===== src/rtl/fwd_pkg.sv =====
// Shared widths and pipeline-entry payloads for the EX-stage forwarding unit.
package fwd_pkg;

    localparam int unsigned opSize      = 24;
    localparam int unsigned regAddrBits = 4;

    localparam logic [regAddrBits-1:0] ZERO_REG = '0;

    // In-flight writer sitting in MEM; a load's data is only known once it leaves MEM.
    typedef struct packed {
        logic                   valid;
        logic [regAddrBits-1:0] rd;
        logic [opSize-1:0]      data;
        logic                   is_load;
    } fwd_entry_t;

    // Writer in WB: data already resolved, so no load flag is kept.
    typedef struct packed {
        logic                   valid;
        logic [regAddrBits-1:0] rd;
        logic [opSize-1:0]      data;
    } wb_entry_t;

endpackage


===== src/rtl/fwd_select.sv =====
// Per-operand forwarding decision against the MEM and WB writer entries.
module fwd_select
    import fwd_pkg::*;
(
    input  logic [regAddrBits-1:0] rs,
    input  logic                   use_src,
    input  fwd_entry_t             mem,
    input  wb_entry_t              wb,
    output logic                   fwd,
    output logic [opSize-1:0]      value,
    output logic                   hazard
);

    logic mem_hit;
    logic wb_hit;

    assign mem_hit = use_src && mem.valid && (mem.rd == rs) && (rs != ZERO_REG);
    assign wb_hit  = use_src && wb.valid  && (wb.rd  == rs) && (rs != ZERO_REG);

    // Youngest writer wins; a load still in MEM cannot supply data yet.
    always_comb begin
        fwd    = 1'b0;
        value  = '0;
        hazard = 1'b0;
        if (mem_hit) begin
            if (mem.is_load) begin
                hazard = 1'b1;
            end else begin
                fwd   = 1'b1;
                value = mem.data;
            end
        end else if (wb_hit) begin
            fwd   = 1'b1;
            value = wb.data;
        end
    end

endmodule


===== src/rtl/forwarding_unit.sv =====
// EX-stage forwarding unit: tracks MEM/WB writers, drives operand selects, load-use stall and RF write port.
module forwarding_unit
    import fwd_pkg::*;
(
    input  logic                   clk,
    input  logic                   rst,
    input  logic [regAddrBits-1:0] ex_rs1,
    input  logic [regAddrBits-1:0] ex_rs2,
    input  logic [regAddrBits-1:0] ex_rs3,
    input  logic                   ex_use1,
    input  logic                   ex_use2,
    input  logic                   ex_use3,
    input  logic                   ex_we,
    input  logic [regAddrBits-1:0] ex_rd,
    input  logic                   ex_is_load,
    input  logic [opSize-1:0]      ex_result,
    input  logic [opSize-1:0]      mem_rdata,
    input  logic                   hold,
    input  logic                   flush,
    output logic                   Fa,
    output logic                   Fb,
    output logic                   Fc,
    output logic [opSize-1:0]      Forward1,
    output logic [opSize-1:0]      Forward2,
    output logic [opSize-1:0]      Forward3,
    output logic                   stall,
    output logic                   wb_we,
    output logic [regAddrBits-1:0] wb_rd,
    output logic [opSize-1:0]      wb_data
);

    fwd_entry_t mem_q;
    wb_entry_t  wb_q;
    logic       hazard1;
    logic       hazard2;
    logic       hazard3;

    fwd_select u_sel1 (
        .rs      (ex_rs1),
        .use_src (ex_use1),
        .mem     (mem_q),
        .wb      (wb_q),
        .fwd     (Fa),
        .value   (Forward1),
        .hazard  (hazard1)
    );

    fwd_select u_sel2 (
        .rs      (ex_rs2),
        .use_src (ex_use2),
        .mem     (mem_q),
        .wb      (wb_q),
        .fwd     (Fb),
        .value   (Forward2),
        .hazard  (hazard2)
    );

    fwd_select u_sel3 (
        .rs      (ex_rs3),
        .use_src (ex_use3),
        .mem     (mem_q),
        .wb      (wb_q),
        .fwd     (Fc),
        .value   (Forward3),
        .hazard  (hazard3)
    );

    assign stall = hazard1 | hazard2 | hazard3;

    // Advance EX->MEM->WB; a stalled or flushed EX instruction becomes a bubble.
    always_ff @(posedge clk) begin
        if (!rst) begin
            mem_q <= '0;
            wb_q  <= '0;
        end else if (!hold) begin
            if (stall || flush) begin
                mem_q <= '0;
            end else begin
                mem_q.valid   <= ex_we && (ex_rd != ZERO_REG);
                mem_q.rd      <= ex_rd;
                mem_q.data    <= ex_result;
                mem_q.is_load <= ex_is_load;
            end
            wb_q.valid <= mem_q.valid;
            wb_q.rd    <= mem_q.rd;
            wb_q.data  <= mem_q.is_load ? mem_rdata : mem_q.data;
        end
    end

    assign wb_we   = wb_q.valid;
    assign wb_rd   = wb_q.rd;
    assign wb_data = wb_q.data;

endmodule


===== config.mk =====
export PLATFORM = sky130hd
export DESIGN_NAME = forwarding_unit
export DESIGN_NICKNAME = d
export VERILOG_FILES = /design/src/rtl/fwd_pkg.sv /design/src/rtl/fwd_select.sv /design/src/rtl/forwarding_unit.sv
export SDC_FILE = /design/constraint.sdc
export NUM_CORES = 1
export LEC_CHECK = 0
export ABC_AREA = 1
export CAP_MARGIN = 15
export CORE_MARGIN = 2
export CORE_UTILIZATION = 39
export CTS_CLUSTER_DIAMETER = 150
export DETAILED_ROUTE_END_ITERATION = 8
export GPL_ROUTABILITY_DRIVEN = 0
export MAX_ROUTING_LAYER = met4
export PLACE_DENSITY = 0.77
export SLEW_MARGIN = 20
export SYNTH_ARGS = -nofsm -noshare
export SYNTH_HDL_FRONTEND = slang
export SYNTH_SLANG_ARGS = --single-unit

===== constraint.sdc =====
create_clock -name clk -period 1.6 [get_ports clk]
set_clock_uncertainty 0.05 [all_clocks]
set_input_delay 0.32 -clock clk [delete_from_list [all_inputs] [get_ports clk]]
set_output_delay 0.32 -clock clk [all_outputs]
set_load 0.005 [all_outputs]

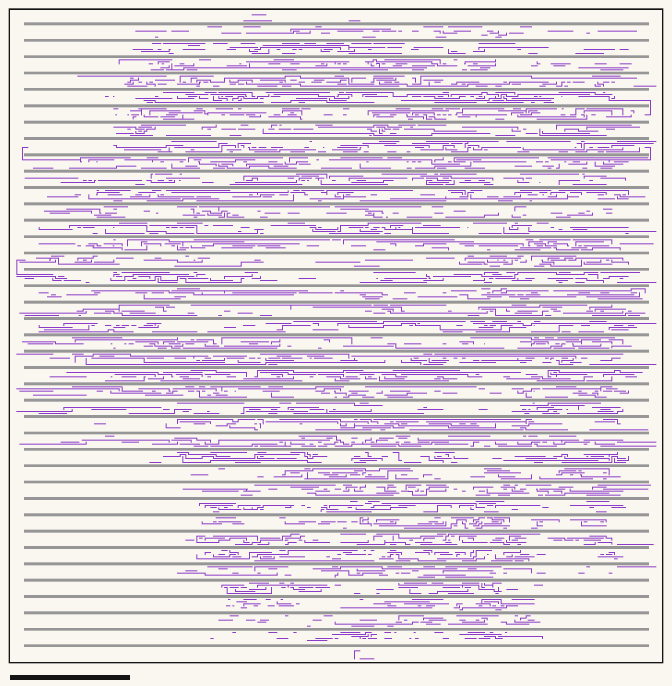
*Met1 routing, run 1*
Scale bar: 20 microns. Supply wires on this layer in grey.
longest straight run: 40.3 microns
main direction: horizontal
wire length on this layer: 7450 microns
nets with wire on the layer: 873
share of all routed wire: 38%
final WL: 19.72 mm
Via Count: 5738

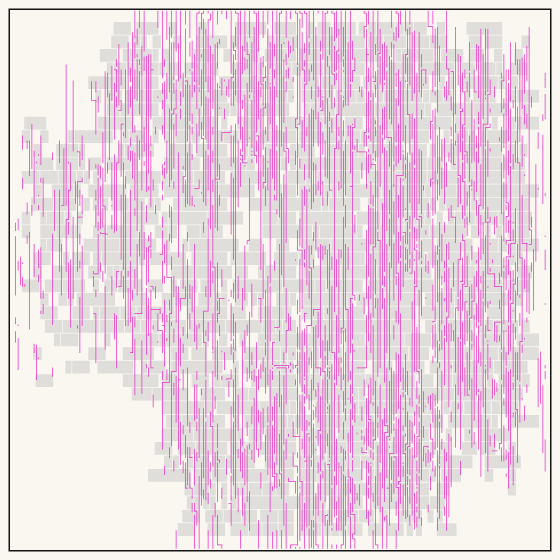
*Metal 2, run 1*
Cells faint in the background.
longest straight run: 41.0 microns
nets with wire on the layer: 838
share of all routed wire: 49%
main direction: vertical
wire length on this layer: 9590 microns

==> run notes, run 1 <==
impl run done, here's what came out: tool warning count=28, CP Capture Type=output port, Seq/Total Area, Yosys=27.79%, # H-tree levels=3, synth cell count leaders=148 x nand2_1, 117 x inv_1, 59 x dfxtp_1, total power=about 4000 uW, final hold viol count=0, Clk network pwr share=between 30% and 40%, Core Rows=38, r2r worst-path depth=14, crit path to=Forward3[21], synthesized instance count=between 600 and 700, synthesized area=~0.0043 sq mm, min-delay src=hold, vias in the first global route=around 5500, TNS Setup=-58.48 ns, hold path depth=4, drc violations=0, Sw Share=between 30% and 40%, post-DP HPWL=between 10 and 15 mm, outcome=finished with violations, met2 Use GR=roughly 54%, combinational power share=between 20% and 30%, violated checks=setup timing, Reg2Reg Setup Slack=-0.41 ns, Clk. pwr=between 1000 and 1500 uW, register clock-pin slew on the reported worst setup and hold paths=approximately 0.08 ns, fp util=about two fifths, Cell Pwr Density=around 520 mW/mm^2, most frequent logic cell in the layout=nand2_1, clk ins delay skew pair=about 0.34 ns, die width=between 100 and 150 microns, Syn-to-layout area delta=82.75%, Final Slew Violations=0, # setup viols final=around 110, Registers, synthesis=just under 60, Yosys chip area=0.004250 sq mm, yosys cell count=between 600 and 700, VDD IR max=468.8 uV, sequential share of power=approximately two fifths, die area=0.01175 sq mm, ant diodes=0, Slew headroom=~70%, CP max stage delay=0.38 ns, Cell area leaders=dfxtp_1 28%, nand2_1 13%, inv_1 10%, nand3_2 7.3%, o22ai_1 7.2%, Top power group=registers, Cell variety after synth=32, CTS tree=built, period utilization=150.0%, Critical Path Start=wb_rd[1], crit start category=flip-flop, Die Height=108.4 microns, first-pass GRT wire length=around 28 mm, top-count cell post-synth=nand2_1, Comb group=998 uW, end of the worst hold path=wb_data[1], wire length per cell=about 19 microns, asr flop ratio synth=0%, Final WS setup=-0.7993 ns, Critical-path top delay cell=nor4_4, routed vias/inst=approximately 5.6, Bufs on Longest Clock Path=2, Initial DRC Count=roughly 520, number of buffer and inverter stages on the critical path=4, leakage=0.003817 uW, CP delay by family, top=buffers and inverters, GRT Overall Usage=32.20%, syn avg cell area=6.600 sq um, Max Cap Viol=0, Pre-antenna DRT Iters=6, total CTS buffers=9, fin crit period=between 2 and 2.5 ns, placed cell area=~0.0065 sq mm, Root Driver=clkbuf_8, Synth area leader=dfxtp_1, Seq power=between 1500 and 2000 uW, Top cell area share=between 20% and 30%, Ys Warns=0, count of library flops with an enable pin=0, Most common reg cell=dfxtp_1, fraction of layout cells with a size suffix above 1=roughly 45%, Antenna Violating Nets Remaining=0, Final #Nets=roughly 960, RSZ-0062 raised after global routing=yes, measured slew at the worst slew-check pin=0.4537 ns, CP cell instances=xor2_1 -> nor4_4 -> nand2_4 -> buf_12 -> buf_8 -> buf_6 -> o21ai_2 -> buf_2, initial antenna violation count=0, Worst path depth=8, I/O pin count=178, Worst R2R Start=mem_q[28]
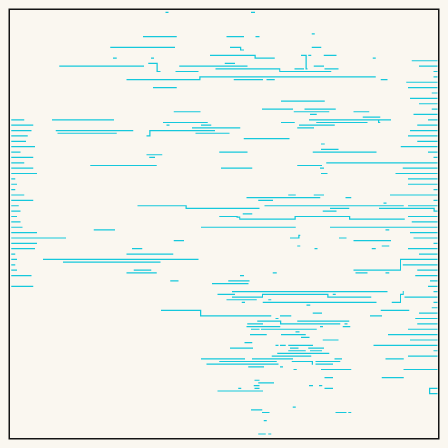
*Metal 3, run 1*
share of all routed wire: 8.8%
wire length on this layer: 1730 microns
longest straight run: 44.4 microns
main direction: horizontal
GR Layer Usage met3: 5.726%

## run 1: worst register-to-register path, delay by kind of cell (launching register included)
family          cells  cell delay (ns)
simple gates        7             0.58
buf+inv             6             0.83
compound gates      1             0.07
flops               1             0.37
## run 1: cell families (layout without fill, tap and decap cells)
| kind of cell | after synthesis | after routing | synth area share [%] |
|---|---|---|---|
| compound gates | 146 | 146 | 23.70 |
| xor+xnor | 6 | 6 | 1.236 |
| buf+inv | 170 | 419 | 16.57 |
| flops | 59 | 59 | 27.79 |
| simple gates | 263 | 263 | 30.70 |
## run 1: flip-flops by register name, summed over array words and instances, names as in the netlist
signal,flops
wb_rd,4
wb_we,1
mem_q,30
wb_data,24
## run 1: stage by stage
stage	hold WS [ns]	worst slack (ns)	cells	utilization (%)
6_report	0.3091	-0.7993	1033	72.29
5_1_grt	0.3210	-0.8645	1033	72.29
4_1_cts	0.3094	-0.7963	1027	68.23
3_5_place_dp	0.4154	-1.228	976	60.61
3_3_place_gp	0.4100	-1.195	976	60.61
2_1_floorplan	0.3954	0.006625	644	-
## run 1: per-layer routing
layer | vias to the layer above | routed length, microns
met5 | - | 0
met4 | 0 | 960
met3 | 97 | 1728
met2 | 364 | 9585
met1 | 2699 | 7450
li1 | 2578 | -
## run 1: final cells by class
class | instances | area [sq um]
timing repair buffer | 276 | 2623
inverter | 128 | 483.0
sequential | 59 | 1234
multi-input combinational | 415 | 3062
clock buffer | 10 | 137.6
clock inverter | 5 | 53.80
tap | 140 | 175.2
fill | 735 | 2978
## run 1: timing repair
action,4_1_cts,5_1_grt
gates resized,474,92
gates cloned,7,1
pin swaps,20,20
endpoints found under the setup margin,122,126
buffers inserted,33,8
endpoints found under the hold margin,0,0
--- run 2 (diff from run 1) ---
--- a/config.mk
+++ b/config.mk
@@ -7,13 +7,14 @@
 export LEC_CHECK = 0
 export ABC_AREA = 1
 export CAP_MARGIN = 15
-export CORE_MARGIN = 2
-export CORE_UTILIZATION = 39
+export CELL_PAD_IN_SITES_DETAIL_PLACEMENT = 0
+export CELL_PAD_IN_SITES_GLOBAL_PLACEMENT = 1
+export CORE_UTILIZATION = 29
 export CTS_CLUSTER_DIAMETER = 150
 export DETAILED_ROUTE_END_ITERATION = 8
 export GPL_ROUTABILITY_DRIVEN = 0
 export MAX_ROUTING_LAYER = met4
-export PLACE_DENSITY = 0.77
+export PLACE_DENSITY = 0.81
 export SLEW_MARGIN = 20
 export SYNTH_ARGS = -nofsm -noshare
 export SYNTH_HDL_FRONTEND = slang
==> constraint.sdc (replaced) <==
create_clock -name clk -period 2.5 [get_ports clk]
set_clock_uncertainty 0.05 [all_clocks]
set_input_delay 0.5 -clock clk [delete_from_list [all_inputs] [get_ports clk]]
set_output_delay 0.5 -clock clk [all_outputs]
set_load 0.005 [all_outputs]
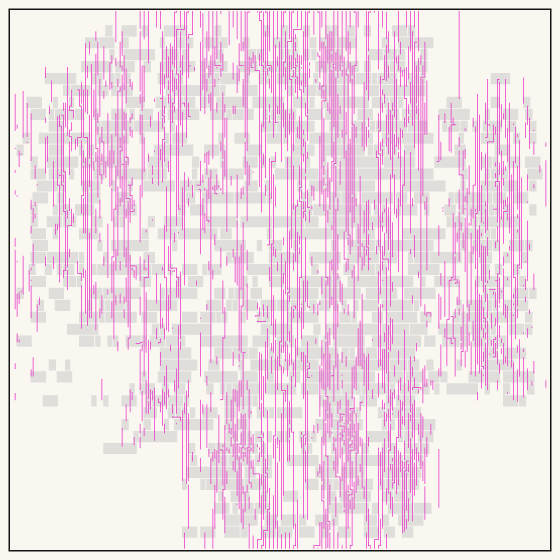
*Metal 2, run 2*
Cells faint in the background.
longest straight run: 57.8 microns
wire length on this layer: 8540 microns
nets with wire on the layer: 760
final WL: 18.23 mm
met2 Use GR: 39.78%
Via Count: 5197

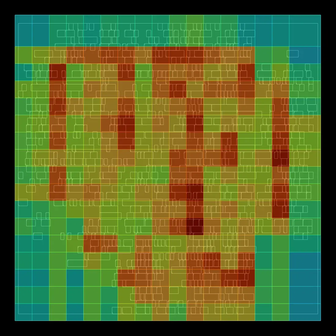
*Congestion heat map, run 2*
grt peak-use layer: met2
GRT Overall Usage: 24.87%
met1 usage: 31.22%

==> run 2 against run 1 <==
  * The flow still finishes with violations (setup timing)
  * Worst setup slack better by 0.76 ns
  * Global-route usage down 7.3 points
  * Clock-buffer cell count unchanged
  * Final area down 6.4%
  * Critical endpoint is now Forward1[12]
  * Largest cell class unchanged
==> run notes, run 2 <==
impl run done, here's what came out: r2r worst-path depth=13 (was 14), top-count cell post-synth=nand2_1 (unchanged), final hold viol count=0 (unchanged), DP Worst Slack=-0.6428 ns (was -1.228 ns), total CTS buffers=9 (unchanged), Registers, synthesis=59 (unchanged), Syn-to-layout area delta=71.09% (was 82.75%), placed cell area=0.006374 sq mm (was 0.006513 sq mm), register clock-pin slew on the reported worst setup and hold paths=0.06 ns (was 0.08 ns), Final #Nets=930 (was 962), RSZ-0062 raised after global routing=yes (unchanged), fp util=30.15% (was 39.56%), Antenna Violating Nets Remaining=0 (unchanged), CTS tree=built (unchanged), violated checks=setup timing (unchanged), TNS Setup=-0.06513 ns (was -58.48 ns), Cell variety after synth=32 (unchanged), I/O pin count=178 (unchanged), initial antenna violation count=0 (unchanged), clk ins delay skew pair=0.33 ns (was 0.34 ns), VDD IR max=284.0 uV (was 468.8 uV), Seq/Total Area, Yosys=27.79% (unchanged), end of the worst hold path=mem_q[22] (was wb_data[1]), asr flop ratio synth=0% (unchanged), Cell area leaders=dfxtp_1 28%, nand2_1 13%, inv_1 10%, nand3_2 7.3%, o22ai_1 7.2% (unchanged), Final Slew Violations=0 (unchanged), most frequent logic cell in the layout=nand2_1 (unchanged), tool warning count=28 (unchanged), synth cell count leaders=148 x nand2_1, 117 x inv_1, 59 x dfxtp_1 (unchanged), die area=0.01515 sq mm (was 0.01175 sq mm), Pre-antenna DRT Iters=5 (was 6), synthesized area=0.004250 sq mm (unchanged), Root Driver=clkbuf_16 (was clkbuf_8), yosys cell count=644 (unchanged), total power=2942 uW (was 4020 uW), Die Height=123.1 microns (was 108.4 microns), Bufs on Longest Clock Path=2 (unchanged), register with the most flip-flops=mem_q (unchanged), routed vias/inst=4.992 (was 5.555), wire length per cell=17.52 microns (was 19.09 microns), period utilization=101.6%, first-pass GRT wire length=27.50 mm (was 28.38 mm), CP Capture Type=output port (unchanged), # setup viols final=3 (was 106), Ys Warns=0 (unchanged), Most common reg cell=dfxtp_1 (unchanged), vias in the first global route=5165 (was 5465), Initial DRC Count=313 (was 520), min-delay src=mem_q[22] (was hold), drc violations=0 (unchanged), Worst R2R Start=mem_q[27] (was mem_q[28]), Util after Layout=51.59% (was 72.29%), worst hold slack=0.4273 ns (was 0.3091 ns), post-DP HPWL=11.45 mm (was 11.51 mm), die width=123.1 microns (was 108.4 microns), Slew headroom=55.60% (was 69.75%), placed instance count=993 (was 976), Yosys chip area=0.004250 sq mm (unchanged), Cell Pwr Density=404.6 mW/mm^2 (was 517.5 mW/mm^2), leakage=0.003450 uW (was 0.003817 uW), outcome=finished with violations (unchanged), measured slew at the worst slew-check pin=0.6660 ns (was 0.4537 ns), Final WS setup=-0.04121 ns (was -0.7993 ns), hold path depth=2 (was 4), syn avg cell area=6.600 sq um (unchanged), ant diodes=0 (unchanged), Reg2Reg Setup Slack=0.43 ns (was -0.41 ns), Max Cap Viol=0 (unchanged)
## run 2: what timing repair did
item,CTS,global route
resized,404,56
setup buffers,23,1
pin swaps,20,12
endpoints found under the setup margin,76,72
cloned,10,0
## run 2: critical path, stage by stage (launching register included)
cell and delay, ns:
dfxtp_2 0.33, buf_6 0.13, nand2_4 0.06, o21ai_2 0.05, a21oi_2 0.14, and3_4 0.20
nand3_4 0.20, buf_16 0.22, buf_6 0.11, o22ai_2 0.07, buf_2 0.13
## run 2: cells by family after synthesis
family,share of synthesized area (%)
buf+inv,16.57
compound gates,23.70
xor+xnor,1.236
simple gates,30.70
flops,27.79
## run 2: area by class of cell
type                            count  area, sq um
Clock inverter                      5        77.57
Sequential cell                    59         1202
Inverter                          128        488.0
Tap cell                          180        225.2
Clock buffer                       10        239.0
Timing Repair Buffer              244         2273
Multi-Input combinational cell    415         2766
Fill cell                        1387         6824
## run 2: where the power goes
group | total (uW) | internal (uW) | switching [uW]
sequential | 1030 | 987 | 40.6
clock | 1340 | 890 | 449
combinational | 576 | 277 | 300
## run 2: worst max path at each step
| stage | start | endpoint | slack [ns] |
|---|---|---|---|
| 2_1_floorplan | ex_rs3[1] | Forward3[10] | 0.58 |
| 3_3_place_gp | ex_rs3[0] | Forward3[3] | -0.59 |
| 3_5_place_dp | ex_rs2[1] | Forward2[20] | -0.64 |
| 4_1_cts | wb_rd[1] | Forward1[1] | -0.06 |
| 5_1_grt | wb_rd[1] | Forward1[12] | -0.1 |
| 6_report | wb_rd[0] | Forward1[12] | -0.04 |
## run 2: per-layer routing
metal  up-vias  global-route usage (%)  wire length, microns
li1       2504                       -                     -
met1      2446                   31.22                  7963
met2       209                   39.78                  8535
met3        38                   4.336                  1242
met4         0                   9.488                   493
met5         -                       -                     0
--- run 3 (diff from run 2) ---
--- a/config.mk
+++ b/config.mk
@@ -9,11 +9,11 @@
 export CAP_MARGIN = 15
 export CELL_PAD_IN_SITES_DETAIL_PLACEMENT = 0
 export CELL_PAD_IN_SITES_GLOBAL_PLACEMENT = 1
+export CORE_MARGIN = 2
 export CORE_UTILIZATION = 29
 export CTS_CLUSTER_DIAMETER = 150
 export DETAILED_ROUTE_END_ITERATION = 8
 export GPL_ROUTABILITY_DRIVEN = 0
-export MAX_ROUTING_LAYER = met4
 export PLACE_DENSITY = 0.81
 export SLEW_MARGIN = 20
 export SYNTH_ARGS = -nofsm -noshare
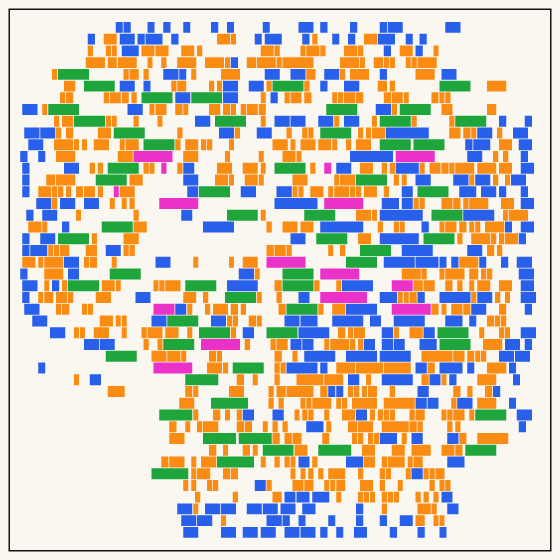
*Placement by cell class, run 3*
legend:
  clock drivers and dummy loads:
    colour: magenta
    cells: 15
  other buffers and delay cells:
    colour: blue
    cells: 253
  combinational and other logic:
    colour: orange
    cells: 543
  flops:
    colour: green
    cells: 59

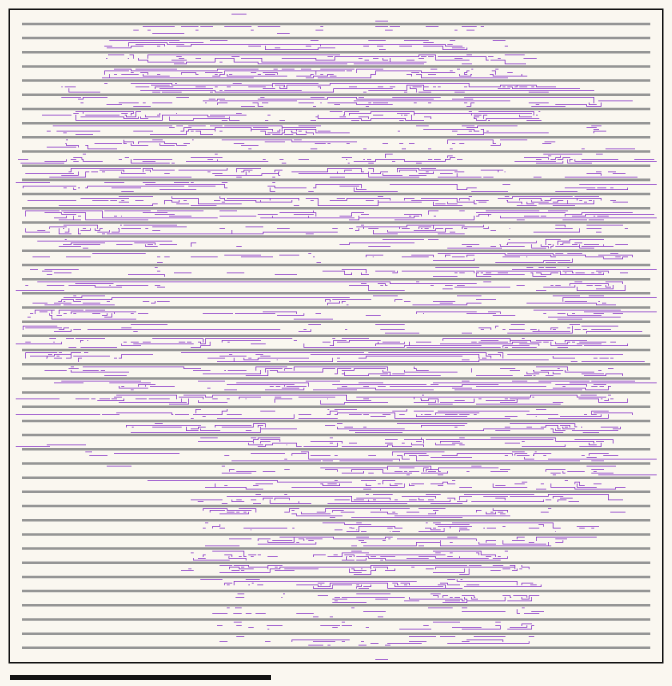
*Met1 routing, run 3*
Scale bar: 50 microns. Supply wires on this layer in grey.
wire length on this layer: 7980 microns
nets with wire on the layer: 853
main direction: horizontal
final WL: 18.05 mm
met1 usage: 29.38%
Via Count: 5021

==> run 3 against run 2 <==
  * The run still ends with setup timing left
  * Register-to-register slack worse by 0.07 ns
  * Global-route usage down 1.9 points
  * Critical path depth down 1
  * Sequential power about the same
  * First-iteration DRC count down 22%
==> run notes, run 3 <==
impl run done, here's what came out: placed cell area=0.006386 sq mm (was 0.006374 sq mm), Syn-to-layout area delta=70.00% (was 71.09%), top sig layer=met4 (unchanged), Final WS setup=-0.01241 ns (was -0.04121 ns), #MultiIn Comb=415 (unchanged), Sw Share=26.64% (was 26.83%), violated checks=setup timing (unchanged), CP cell instances=xor2_1 -> nor4_2 -> buf_4 -> nand2_8 -> buf_12 -> buf_12 -> buf_6 -> o21ai_2 -> buf_2 (was buf_6 -> nand2_4 -> o21ai_2 -> a21oi_2 -> and3_4 -> nand3_4 -> buf_16 -> buf_6 -> o22ai_2 -> buf_2), Final #Nets=939 (was 930), flop share of the area=16.59% (was 16.53%), Util after Layout=50.10% (was 51.59%), register area=0.001199 sq mm (was 0.001202 sq mm), logic share of the area=37.07% (was 38.04%), total CTS buffers=9 (unchanged), buffering overhead=32.35% (was 31.26%), flip-flops=59 (unchanged), yosys cell count=644 (unchanged), top-count cell post-synth=nand2_1 (unchanged), outcome=finished with violations (unchanged), CP max stage delay=0.33 ns (about the same), Die Height=125.1 microns (was 123.1 microns), register with the most flip-flops=mem_q (unchanged), total power=2830 uW (was 2942 uW), final cell count without fillers=1054 (was 1041), initial antenna violation count=1 (was 0), GRT Overall Usage=22.97% (was 24.87%), fp util=29.47% (was 30.15%), syn avg cell area=6.600 sq um (unchanged), met2 Use GR=38.71% (was 39.78%), # setup viols final=1 (was 3), drc violations=0 (unchanged), grt peak-use layer=met2 (unchanged), placed instance count=998 (was 993), Plain + repair buffers=253 (was 244), Reg2Reg Setup Slack=0.36 ns (was 0.43 ns), Final Slew Violations=0 (unchanged), Sw Pwr=754.0 uW (was 789.4 uW), Cell variety after synth=32 (unchanged), period utilization=100.5% (was 101.6%), Largest register FFs=30 (unchanged)
## run 3: cell count changes in the layout (fill, tap and decap cells not counted), moves of 3 or more
cell           change
buf_16             -4
inv_4              -3
buf_2              -6
inv_1              +3
nand2_2            -6
buf_8              +3
clkbuf_2           +4
dlygate4sd2_1      +4
buf_4              +6
nand2_1            +7
## run 3: what timing repair did
action,CTS,global route
pin swaps,22,14
buffers inserted,35,3
gates resized,378,58
endpoints found under the setup margin,76,66
gates cloned,8,0
## run 3: through the flow
step	TNS, ns	hold slack [ns]
after floorplan	0	0.3954
after detailed placement	-44.75	0.4103
after CTS	-0.4305	0.4186
after global routing	-0.6740	0.4386
after global placement	-43.73	0.4068
final	-0.01241	0.4184
## run 3: worst max path at each step
stage,start,endpoint,slack [ns],cells after the start
final,wb_rd[1],Forward3[12],-0.01,9
after CTS,wb_rd[3],Forward3[5],-0.05,10
after global routing,wb_rd[0],Forward3[12],-0.11,11
after detailed placement,ex_rs3[0],Forward3[1],-0.64,10
after global placement,ex_rs3[0],Forward3[9],-0.60,10
after floorplan,ex_rs3[1],Forward3[10],0.58,5
## run 3: power groups by stage
stage                     combinational (uW)  sequential (uW)  clock, uW
after floorplan                          254             1040          0
after global placement                   520             1040          0
after detailed placement                 520             1040          0
after CTS                                544             1020       1270
after global routing                     610             1030       1320
final                                    554             1030       1250
## run 3: cell families (layout without fill, tap and decap cells)
logic type | count (synthesis) | count (layout) | share of synthesized area, %
and+or+nand+nor | 263 | 263 | 30.70
DFF | 59 | 59 | 27.79
AOI/OAI and AO/OA | 146 | 146 | 23.70
xor gates and xnor gates | 6 | 6 | 1.236
buffers and inverters | 170 | 396 | 16.57
Power is estimated from default activity; no workload was simulated.
